### config.mk
export PLATFORM = sky130hd
export DESIGN_NAME = pipe_hazard_ctrl
export DESIGN_NICKNAME = d
export VERILOG_FILES = /design/src/rtl/pipe_hazard_ctrl.sv
export SDC_FILE = /design/constraint.sdc
export NUM_CORES = 1
export LEC_CHECK = 0
export CORE_ASPECT_RATIO = 0.7
export CORE_MARGIN = 3
export CORE_UTILIZATION = 50
export DETAILED_ROUTE_END_ITERATION = 6
export GPL_ROUTABILITY_DRIVEN = 1
export HOLD_SLACK_MARGIN = 0.03
export PLACE_DENSITY = 0.85
export SYNTH_ARGS = -nofsm -noshare
export SYNTH_HDL_FRONTEND = slang
export SYNTH_SLANG_ARGS = --single-unit
export TNS_END_PERCENT = 30
### constraint.sdc
create_clock -name clk -period 9.86 [get_ports clk]
set_clock_uncertainty 0.05 [all_clocks]
set_input_delay 2.958 -clock clk [delete_from_list [all_inputs] [get_ports clk]]
set_output_delay 2.958 -clock clk [all_outputs]
set_load 0.01 [all_outputs]
### src/rtl/pipe_hazard_ctrl.sv
// Pipeline hazard controller: load-use stalls, taken-branch flushes and
// data-memory wait handling with a timeout, plus a saturating stall counter.
module pipe_hazard_ctrl #(
  parameter int MAX_WAIT = 255
) (
  input  logic        clk,
  input  logic        reset,
  input  logic        idex_MemRead,
  input  logic [4:0]  idex_rd,
  input  logic [4:0]  ifid_rs1,
  input  logic [4:0]  ifid_rs2,
  input  logic        exmem_Branch,
  input  logic        exmem_ZERO,
  input  logic        exmem_MemRead,
  input  logic        exmem_MemWrite,
  input  logic        dmem_ready,
  output logic        pc_write,
  output logic        ifid_write,
  output logic        idex_bubble,
  output logic        flush,
  output logic        pc_sel,
  output logic        exmem_hold,
  output logic        dmem_req,
  output logic        mem_err,
  output logic [15:0] stall_count
);

  typedef enum logic {
    RUN      = 1'b0,
    MEM_WAIT = 1'b1
  } state_t;

  localparam logic [7:0] WAIT_LAST = 8'(MAX_WAIT - 1);

  state_t      state_q, state_d;
  logic [7:0]  waitCnt_q, waitCnt_d;
  logic        memErr_q, memErr_d;
  logic [15:0] stallCnt_q, stallCnt_d;

  logic memOp;
  logic taken;
  logic loadUse;

  assign memOp   = exmem_MemRead | exmem_MemWrite;
  assign taken   = exmem_Branch & exmem_ZERO;
  assign loadUse = idex_MemRead && (idex_rd != 5'd0) &&
                   ((idex_rd == ifid_rs1) || (idex_rd == ifid_rs2));

  always_ff @(posedge clk or posedge reset) begin
    if (reset) begin
      state_q    <= RUN;
      waitCnt_q  <= 8'd0;
      memErr_q   <= 1'b0;
      stallCnt_q <= 16'd0;
    end else begin
      state_q    <= state_d;
      waitCnt_q  <= waitCnt_d;
      memErr_q   <= memErr_d;
      stallCnt_q <= stallCnt_d;
    end
  end

  // Priority inside RUN: memory hold, then branch flush, then load-use stall.
  // Outputs are forced to the idle pattern while reset is held.
  always_comb begin
    state_d     = state_q;
    waitCnt_d   = waitCnt_q;
    memErr_d    = memErr_q;
    pc_write    = 1'b1;
    ifid_write  = 1'b1;
    idex_bubble = 1'b0;
    flush       = 1'b0;
    pc_sel      = 1'b0;
    exmem_hold  = 1'b0;
    dmem_req    = 1'b0;

    if (!reset) begin
      unique case (state_q)
        RUN: begin
          dmem_req = memOp;
          if (memOp && !dmem_ready) begin
            pc_write   = 1'b0;
            ifid_write = 1'b0;
            exmem_hold = 1'b1;
            waitCnt_d  = 8'd0;
            state_d    = MEM_WAIT;
          end else if (taken) begin
            flush       = 1'b1;
            pc_sel      = 1'b1;
            idex_bubble = 1'b1;
          end else if (loadUse) begin
            pc_write    = 1'b0;
            ifid_write  = 1'b0;
            idex_bubble = 1'b1;
          end
        end

        MEM_WAIT: begin
          dmem_req   = 1'b1;
          pc_write   = 1'b0;
          ifid_write = 1'b0;
          exmem_hold = 1'b1;
          if (dmem_ready) begin
            waitCnt_d = 8'd0;
            state_d   = RUN;
          end else if (waitCnt_q == WAIT_LAST) begin
            memErr_d  = 1'b1;
            waitCnt_d = 8'd0;
            state_d   = RUN;
          end else begin
            waitCnt_d = waitCnt_q + 8'd1;
          end
        end

        default: state_d = RUN;
      endcase
    end
  end

  always_comb begin
    stallCnt_d = stallCnt_q;
    if (!pc_write && (stallCnt_q != 16'hFFFF)) begin
      stallCnt_d = stallCnt_q + 16'd1;
    end
  end

  assign mem_err     = memErr_q;
  assign stall_count = stallCnt_q;

endmodule
**Metal 1**

Cells faint in the background.
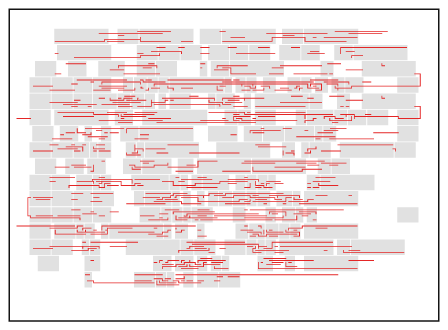
main direction	horizontal
share of all routed wire	45%
nets with wire on the layer	203
wire length on this layer	1,590 um
longest straight run	27.1 um

**M2 wires**

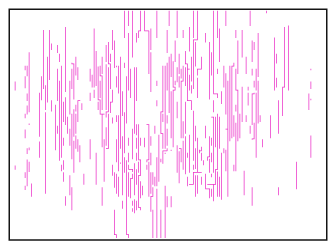
main direction	vertical
wire length on this layer	1,700 um

**Met3 routing**

Cells faint in the background.
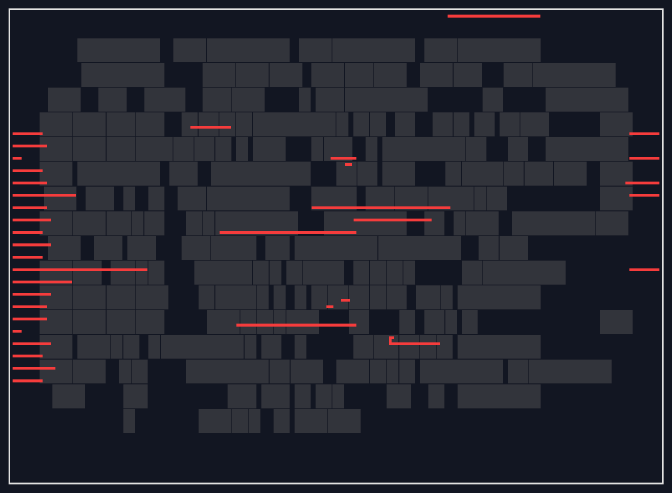
main direction	horizontal
nets with wire on the layer	33

==> changes_impl.md <==
### Changed

* Outcome: finished, final reports clean
* Peak supply drop at 0.125 mV
* Ys flop type: dfrtp_1
* P_int at 228 uW
* Mapped Avg Cell Area at 9.34 sq um
* Combinational cell fraction of total power at 28.8%
* Final hold slack at 436 ps
* CP delay by family, top: buffers and inverters
* Register share after synthesis at 43.0%
* Reg power frac at 43.6%
* WL final at 3520 um
* Initial antenna violation count at 0
* H-tree depth at 1
* Logic share of the area at 39.1%
* CP max-delay cell: or4_1
* Post-route ant nets at 0
* Root buffer cell: clkbuf_8
* Die Span X at 71.7 um
* Worst setup EP type: primary output
* Final setup fails at 0
* Clk buf depth at 2
* Starting Density at 53.2%
* M1 WL at 1590 um
* Worst slew margin at 62.9%
* Yosys warns at 0
* Worst R2R Start: stall_count[0]$_DFFE_PP0P_
* Buffers, non-clock at 47
* Xor and xnor area share after synthesis at 13.9%
* Largest Pwr Group: sequential cells
* Seq. pwr at 139 uW
* Top cells by count, synth: dfrtp_1, xnor2_1, nand2_1, nand3_1, o21ai_0
* Cells on worst reg2reg path at 6
* Hold Path Cell Cnt at 1
* Mapped Cells at 162
* # rows at 16
* Comb power at 92.1 uW
* Clock power share at 27.6%
* Worst path setup slack after routing at 1750 ps
* Dominant comb cell: simple AND/OR/NAND/NOR gates
* Clock Buffer Count at 3
* Fin Setup TNS at 0 ps
* Yosys simple share at 25.6%
* P_sw at 91.6 uW
* Final GP Congestion at 0.916
* Gates resized, CTS repair at 0
* Syn Nets at 188
* Met2 WL at 1700 um
* Worst hold endpoint: mem_err$_DFFE_PP0P_
* Comb. cell area at 803 sq um
* DR iter-0 viols at 58
* Sequential share of cell area at 31.6%
* Synthesized cell area at 1510 sq um
* Avg WL per Cell at 14.5 um
* CP Cell Sequence: clkdlybuf4s50_1 > or4_1 > o21a_1 > a31o_4 > inv_1 > clkdlybuf4s50_1
* Critical path class: input pin to primary output
* Die Area at 3730 sq um
* GR Util met2 at 34.9%
* Top sig layer: met4
* Critical R2R Capture: stall_count[1]$_DFFE_PP0P_
* Count leader, synth: dfrtp_1
* Flops at 26
* Crit start category: input pin
* Critical path peak fanout at 16
* Fmax at 0.123 GHz
* Clock-cell share of area at 3.47%
* Global route overflow at 0
No activity file was given, so power comes from the tool's default toggle rates.
